[config.mk]
export PLATFORM = sky130hd
export DESIGN_NAME = sap_ram_ctrl
export DESIGN_NICKNAME = d
export VERILOG_FILES = /design/src/rtl/sap_ram_ctrl.sv
export SDC_FILE = /design/constraint.sdc
export NUM_CORES = 1
export LEC_CHECK = 0
export ABC_AREA = 0
export CAP_MARGIN = 40
export CORE_MARGIN = 5
export CORE_UTILIZATION = 60
export CTS_CLUSTER_DIAMETER = 50
export CTS_CLUSTER_SIZE = 8
export DETAILED_ROUTE_END_ITERATION = 12
export PLACE_DENSITY = 0.86
export RECOVER_POWER = 25
export SYNTH_ARGS = -nofsm -noshare
export SYNTH_HDL_FRONTEND = slang
export SYNTH_SLANG_ARGS = --single-unit
[constraint.sdc]
create_clock -name clk -period 6.1 [get_ports clk]
set_input_delay 0.61 -clock clk [delete_from_list [all_inputs] [get_ports clk]]
set_output_delay 0.61 -clock clk [all_outputs]
set_load 0.01 [all_outputs]
[src/rtl/sap_ram_ctrl.sv]
// SAP RAM controller: MAR, DEPTH x DATA_WIDTH array, active-low bus strobes,
// front-panel program mode with edge-detected write, and a post-reset clear sequencer.
module sap_ram_ctrl #(
    parameter int DATA_WIDTH = 8,
    parameter int ADDR_WIDTH = 4
) (
    input  logic                  clk,
    input  logic                  reset,
    input  logic                  mar_in_n,
    input  logic                  ram_in_n,
    input  logic                  ram_out_n,
    input  logic                  prog_mode,
    input  logic [ADDR_WIDTH-1:0] prog_addr,
    input  logic [DATA_WIDTH-1:0] prog_data,
    input  logic                  prog_we,
    input  logic [DATA_WIDTH-1:0] bus_in,
    output logic [DATA_WIDTH-1:0] bus_out,
    output logic                  bus_drive,
    output logic [ADDR_WIDTH-1:0] mar_q,
    output logic                  init_busy
);

    localparam int DEPTH = 2 ** ADDR_WIDTH;

    typedef enum logic {
        S_CLEAR = 1'b0,
        S_IDLE  = 1'b1
    } state_t;

    state_t                r_state;
    state_t                w_state_nxt;
    logic [ADDR_WIDTH-1:0] r_clr_ptr;
    logic [ADDR_WIDTH-1:0] w_clr_ptr_nxt;
    logic [ADDR_WIDTH-1:0] r_mar;
    logic [ADDR_WIDTH-1:0] w_mar_nxt;
    logic                  r_we_hist;
    logic [DATA_WIDTH-1:0] r_mem [DEPTH];

    logic                  w_mem_we;
    logic [ADDR_WIDTH-1:0] w_mem_addr;
    logic [DATA_WIDTH-1:0] w_mem_wdata;
    logic                  w_prog_press;

    // History is sampled unconditionally, so a button held across reset,
    // clear or a mode switch never looks like a fresh press.
    assign w_prog_press = prog_we & ~r_we_hist;
    assign mar_q        = r_mar;

    always_ff @(posedge clk) begin
        if (reset) begin
            r_state   <= S_CLEAR;
            r_clr_ptr <= '0;
            r_mar     <= '0;
            r_we_hist <= 1'b0;
        end else begin
            r_state   <= w_state_nxt;
            r_clr_ptr <= w_clr_ptr_nxt;
            r_mar     <= w_mar_nxt;
            r_we_hist <= prog_we;
        end
    end

    always_ff @(posedge clk) begin
        if (w_mem_we) begin
            r_mem[w_mem_addr] <= w_mem_wdata;
        end
    end

    always_comb begin
        w_state_nxt   = r_state;
        w_clr_ptr_nxt = r_clr_ptr;
        w_mar_nxt     = r_mar;
        w_mem_we      = 1'b0;
        w_mem_addr    = r_mar;
        w_mem_wdata   = bus_in;
        bus_out       = '0;
        bus_drive     = 1'b0;
        init_busy     = 1'b0;

        case (r_state)
            S_CLEAR: begin
                init_busy     = 1'b1;
                w_mem_we      = 1'b1;
                w_mem_addr    = r_clr_ptr;
                w_mem_wdata   = '0;
                w_clr_ptr_nxt = r_clr_ptr + ADDR_WIDTH'(1);
                if (r_clr_ptr == ADDR_WIDTH'(DEPTH - 1)) begin
                    w_state_nxt = S_IDLE;
                end
            end
            S_IDLE: begin
                if (prog_mode) begin
                    w_mar_nxt = prog_addr;
                    if (w_prog_press) begin
                        w_mem_we    = 1'b1;
                        w_mem_addr  = prog_addr;
                        w_mem_wdata = prog_data;
                    end
                end else begin
                    if (!mar_in_n) begin
                        w_mar_nxt = bus_in[ADDR_WIDTH-1:0];
                    end
                    // Write uses the MAR value from before this edge's load.
                    if (!ram_in_n) begin
                        w_mem_we    = 1'b1;
                        w_mem_addr  = r_mar;
                        w_mem_wdata = bus_in;
                    end
                    if (!ram_out_n && ram_in_n) begin
                        bus_drive = 1'b1;
                        bus_out   = r_mem[r_mar];
                    end
                end
            end
            default: begin
                w_state_nxt = S_CLEAR;
            end
        endcase

        if (reset) begin
            w_mem_we = 1'b0;
        end
    end

endmodule

==> results.txt, run 1 <==
Distinct lib cells used -> 43
Clk_skew -> 9.66 ps
Worst slew pin tran -> 901 ps
P_int -> 0.00175 W
Clk pwr -> 0.00105 W
Tot Pwr -> 0.00218 W
Core area -> 9680 sq um
Buffers, non-clock -> 53
Synth-to-layout area growth -> 19.6%
Vias/cell -> 6.30
Ys flop type -> edfxtp_1
Comb pwr share -> 0.028
Gate Area -> 1630 sq um
CTS tree -> built
# H-tree levels -> 4
Largest Register -> r_mem
Min cycle time layout -> 3710 ps
Worst Hold Class -> reg -> reg
Total combinational power -> 0.0000605 W
Worst Path Arrival -> 3100 ps
Synthesis area per yosys -> 5900 sq um
MUX share of area -> 0.142
Max Cap Violations -> 0
Sequential power share -> 0.489
Tool Warnings -> 26
Final instance area -> 7060 sq um
Hold slack -> 530 ps
Setup crit end kind -> primary output
Crit path from -> prog_mode
Sw Share -> 0.197
Pin count of the biggest net entering global routing -> 29
Setup Crit Path Kind -> in -> out
CP required -> 5490 ps
Max-slew headroom -> 0.399
Area leader, netlist -> edfxtp_1
Core Rows -> 36
Clock Sinks -> 142
Status -> complete, no violations
Power density cells -> 309 nW/um^2
Final net count -> 453
Num ports -> 41
Top logic family -> multiplexers
Seq share, synth -> 0.699
Sequential cell count -> 142
Pleak -> 2.27 nW
DP HPWL -> 8810 microns
Dpl cells -> 539
Final hold vios -> 0
Inverters -> 5
Hold wc startpoint -> r_clr_ptr[0]
Hold EP -> r_clr_ptr[0]
Final number of setup-violating endpoints -> 0
Post-Syn Area -> 5900 sq um
Post-CTS Resized -> 0
Area fraction in and, or, nand and nor cells -> 0.0677
Leading cell kind -> registers
Slew Viols, Final -> 0
Reg-to-reg slack, setup -> 3110 ps
CTS Buffer Depth -> 2
Buf/Inv on CP -> 2
Flops after synth -> 142
Pre-CTS setup slack -> 2410 ps
Hold Path Depth -> 2
Ys cells -> 373
Post-Syn Area per Cell -> 15.8 sq um
Number of clock buffers in the layout -> 17
DRC viols -> 0
Clock transition at the registers of the reported paths -> 60 ps
Startpoint Class -> input pin
Antenna cells -> 0
Fill cell count -> 577
CP endpoint -> bus_out[0]
RSZ-0062 raised after global routing -> false
Number of global-route vias before repair -> 3568
Syn Nets -> 401
Clk root buf -> clkbuf_8
TAP cells -> 133
GRT overflow -> 0
Tcrit/Tclk final -> 0.609
Synth Area in Adders -> 0.00212
Pwr top -> sequential cells
Worst skew pair latency -> 540 ps
Reg2Reg Depth -> 5
Fraction of registers with async set/reset -> 0
Routability cong. -> 0.900
CP max stage delay -> 710 ps
Biggest area cells -> edfxtp_1, mux2i_1, mux4_2
Met2 Use GR -> 0.395
Placed cell area -> 6460 sq um
GRT busiest layer -> met2
NetSw -> 0.000429 W
Synth Instances -> 373
CP Cell Sequence -> dlygate4sd3_1 > nor3_1 > nand2_1 > o22ai_1 > clkdlybuf4s50_1
First-pass detailed-route iteration total -> 6
Die area -> 11900 sq um
Post-synth EDFFs -> 128
Max IR drop VDD -> 180 uV
Most common logic cells in the final layout -> edfxtp_1, mux2i_1, clkdlybuf4s50_1, nor2_1, nand2_1
GR Util met3 -> 0.0734
Max reg flops -> 128
Post-route setup slack -> 2390 ps
Reg2Reg Launch Point -> r_state
FP Util -> 0.609
Met1 Track Usage GR -> 0.330
TritonCTS buffer count -> 17
Max layer used -> met4
Final setup TNS -> 0 ps
Clock-cell share -> 0.0863
Synth top area share -> 0.652
Cell family with most CP delay -> buffers and inverters
Crit path max fanout -> 13
Post-Synth AOI/OAI Area -> 0.0615
Reg2reg end -> r_mem[5][6]
Post-synth top cells -> edfxtp_1, mux2i_1, nor2_1, nand2_1, a21oi_1
Crit-path slowest cell -> dlygate4sd3_1
WP depth -> 5
Wl on met1 -> 5370 microns
Clock power frac -> 0.483
Global-route wire length before repair -> 20600 microns
XOR-XNOR Cells, Area Fraction -> 0.00297
Routed wl met3 -> 1420 microns
MI comb cells -> 206
Antenna violations before repair -> 0
Cell with the most instances after synthesis -> edfxtp_1
Figure 1. Ports around the boundary (run 1).
Pins as bars across the die edge, other pins in grey.
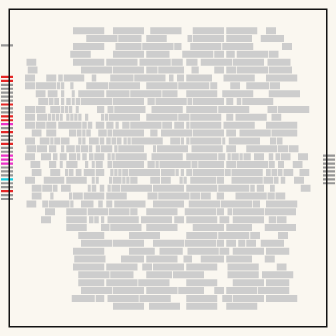
colour	port	pins	direction	edge
cyan	reset	1	input	left
red	prog_data	8	input	left
magenta	prog_addr	4	input	left
Die Wd: 109 microns
IO Port Bufs: 40
DIE HEIGHT: 109 microns

Figure 2. Sequential cells coloured by netlist name (run 1).
Other sequential cells in the stronger grey, the rest of the logic in the fainter grey.
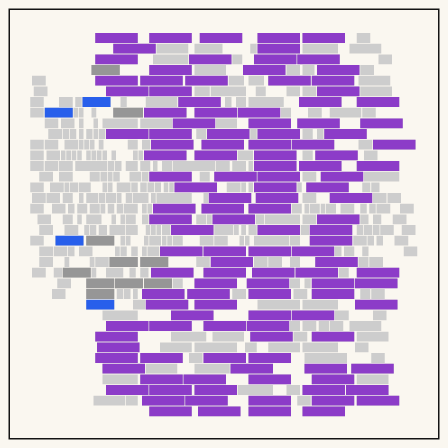
colour	netlist name	sequential cells
purple	r_mem	128
blue	mar_q	4
not coloured	10
fin util: 0.729
register area: 4130 sq um
flop share of the area: 0.585
Seq. pwr: 0.00107 W

Figure 3. Metal layers overlaid (run 1).
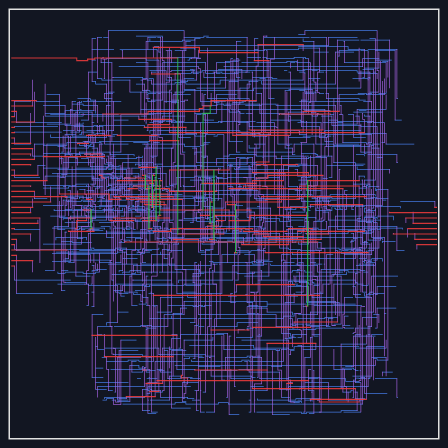
colour	layer	wire length
blue	met1	5370 microns
purple	met2	6560 microns
green	met4	190 microns
red	met3	1420 microns
GRT Overall Usage: 0.247
wire per inst: 23.7 microns
Vias: 3595
drt total wl: 13500 microns

Figure 4. Logic cells by family (run 1).
The bar under the picture is 20 microns long.
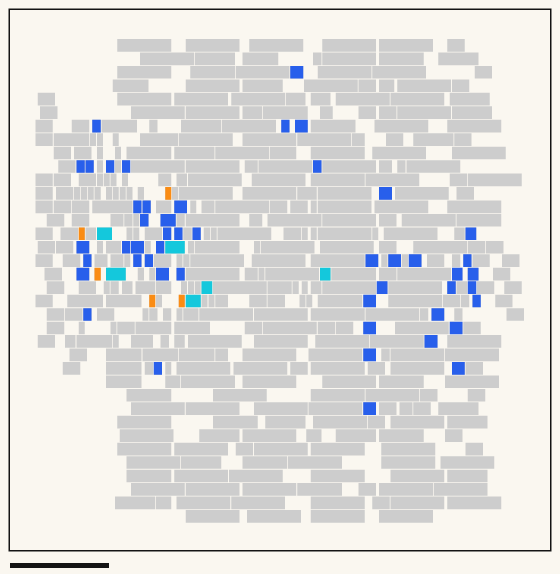
colour	family	cells
cyan	AND and OR gates	6
blue	inverting AOI/OAI gates	49
orange	inverters	5
logic share of the area: 0.230
Finished Layout Cells: 571
most used logic cell in the final layout: edfxtp_1

==> run 1 -> run 2 <==
--- a/config.mk
+++ b/config.mk
@@ -8,11 +8,11 @@
 export ABC_AREA = 0
 export CAP_MARGIN = 40
 export CORE_MARGIN = 5
-export CORE_UTILIZATION = 60
+export CORE_UTILIZATION = 53
 export CTS_CLUSTER_DIAMETER = 50
 export CTS_CLUSTER_SIZE = 8
 export DETAILED_ROUTE_END_ITERATION = 12
-export PLACE_DENSITY = 0.86
+export PLACE_DENSITY = 0.81
 export RECOVER_POWER = 25
 export SYNTH_ARGS = -nofsm -noshare
 export SYNTH_HDL_FRONTEND = slang
==> constraint.sdc (replaced) <==
create_clock -name clk -period 3.1 [get_ports clk]
set_input_delay 0.31 -clock clk [delete_from_list [all_inputs] [get_ports clk]]
set_output_delay 0.31 -clock clk [all_outputs]
set_load 0.01 [all_outputs]
Figure 5. Ports around the boundary (run 2).
Pins as bars across the die edge, other pins in grey.
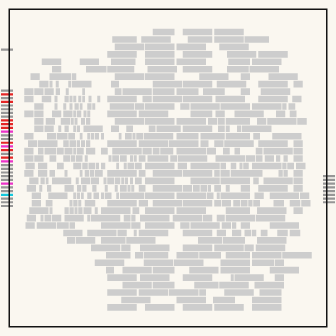
colour	port	pins	direction	edge
magenta	prog_addr	4	input	left
red	prog_data	8	input	left
cyan	reset	1	input	left
Die Wd: 115 microns
DIE HEIGHT: 115 microns

==> results.txt, run 2 <==
GRT overflow -> 0 (unchanged)
CTS Buffer Depth -> 2 (unchanged)
Post-CTS Resized -> 3 (was 0)
Crit path max fanout -> 12 (was 13)
Clk_skew -> 6.58 ps (was 9.66 ps)
CTS tree -> built (unchanged)
Area leader, netlist -> edfxtp_1 (unchanged)
Max reg flops -> 128 (unchanged)
Ys cells -> 373 (unchanged)
Clock power frac -> 0.460 (was 0.483)
Syn Nets -> 401 (unchanged)
Wire per inst -> 22.0 microns (was 23.7 microns)
Worst Hold Class -> in -> reg (was reg -> reg)
Hold slack -> 467 ps (was 530 ps)
Inverters -> 5 (unchanged)
Most used logic cell in the final layout -> edfxtp_1 (unchanged)
Clock Sinks -> 142 (unchanged)
Vias/cell -> 5.87 (was 6.30)
Most common logic cells in the final layout -> edfxtp_1, mux2i_1, clkdlybuf4s50_1, nor2_1, nand2_1 (unchanged)
Final instance area -> 7210 sq um (was 7060 sq um)
Fraction of registers with async set/reset -> 0 (unchanged)
Post-synth top cells -> edfxtp_1, mux2i_1, nor2_1, nand2_1, a21oi_1 (unchanged)
Final hold vios -> 0 (unchanged)
Number of global-route vias before repair -> 3628 (was 3568)
Post-Syn Area -> 5900 sq um (unchanged)
Flops after synth -> 142 (unchanged)
Buffers, non-clock -> 74 (was 53)
Hold Path Depth -> 2 (unchanged)
Cell with the most instances after synthesis -> edfxtp_1 (unchanged)
Post-Synth AOI/OAI Area -> 0.0615 (unchanged)
Global-route wire length before repair -> 20600 microns (about the same)
Register area -> 4130 sq um (about the same)
Synth Instances -> 373 (unchanged)
Worst skew pair latency -> 520 ps (was 540 ps)
Tool Warnings -> 26 (unchanged)
Area fraction in and, or, nand and nor cells -> 0.0677 (unchanged)
Largest Register -> r_mem (unchanged)
Fin util -> 0.662 (was 0.729)
XOR-XNOR Cells, Area Fraction -> 0.00297 (unchanged)
MI comb cells -> 206 (unchanged)
Startpoint Class -> flip-flop (was input pin)
Reg2Reg Depth -> 7 (was 5)
Antenna cells -> 0 (unchanged)
IO Port Bufs -> 40 (unchanged)
Synth Area in Adders -> 0.00212 (unchanged)
Flop share of the area -> 0.572 (was 0.585)
Num ports -> 41 (unchanged)
Seq. pwr -> 0.00210 W (was 0.00107 W)
Pwr top -> sequential cells (unchanged)
Sequential power share -> 0.509 (was 0.489)
CP endpoint -> bus_out[6] (was bus_out[0])
DP HPWL -> 8760 microns (was 8810 microns)
Final setup TNS -> 0 ps (unchanged)
Power density cells -> 571 nW/um^2 (was 309 nW/um^2)
Post-route setup slack -> 126 ps (was 2390 ps)
CP max stage delay -> 570 ps (was 710 ps)
Distinct lib cells used -> 43 (unchanged)
Tot Pwr -> 0.00412 W (was 0.00218 W)
Sw Share -> 0.200 (was 0.197)
RSZ-0062 raised after global routing -> false (unchanged)
Status -> complete, no violations (unchanged)
Worst slew pin tran -> 916 ps (was 901 ps)
Max Cap Violations -> 0 (unchanged)
Hold wc startpoint -> prog_we (was r_clr_ptr[0])
Comb pwr share -> 0.031 (was 0.028)
Met2 Use GR -> 0.338 (was 0.395)
Routed wl met3 -> 1120 microns (was 1420 microns)
Reg-to-reg slack, setup -> 350 ps (was 3110 ps)
Final number of setup-violating endpoints -> 0 (unchanged)
Core area -> 10900 sq um (was 9680 sq um)
Placed cell area -> 6600 sq um (was 6460 sq um)
Clk root buf -> clkbuf_8 (unchanged)
DRC viols -> 0 (unchanged)
Power and IR drop assume default switching activity.
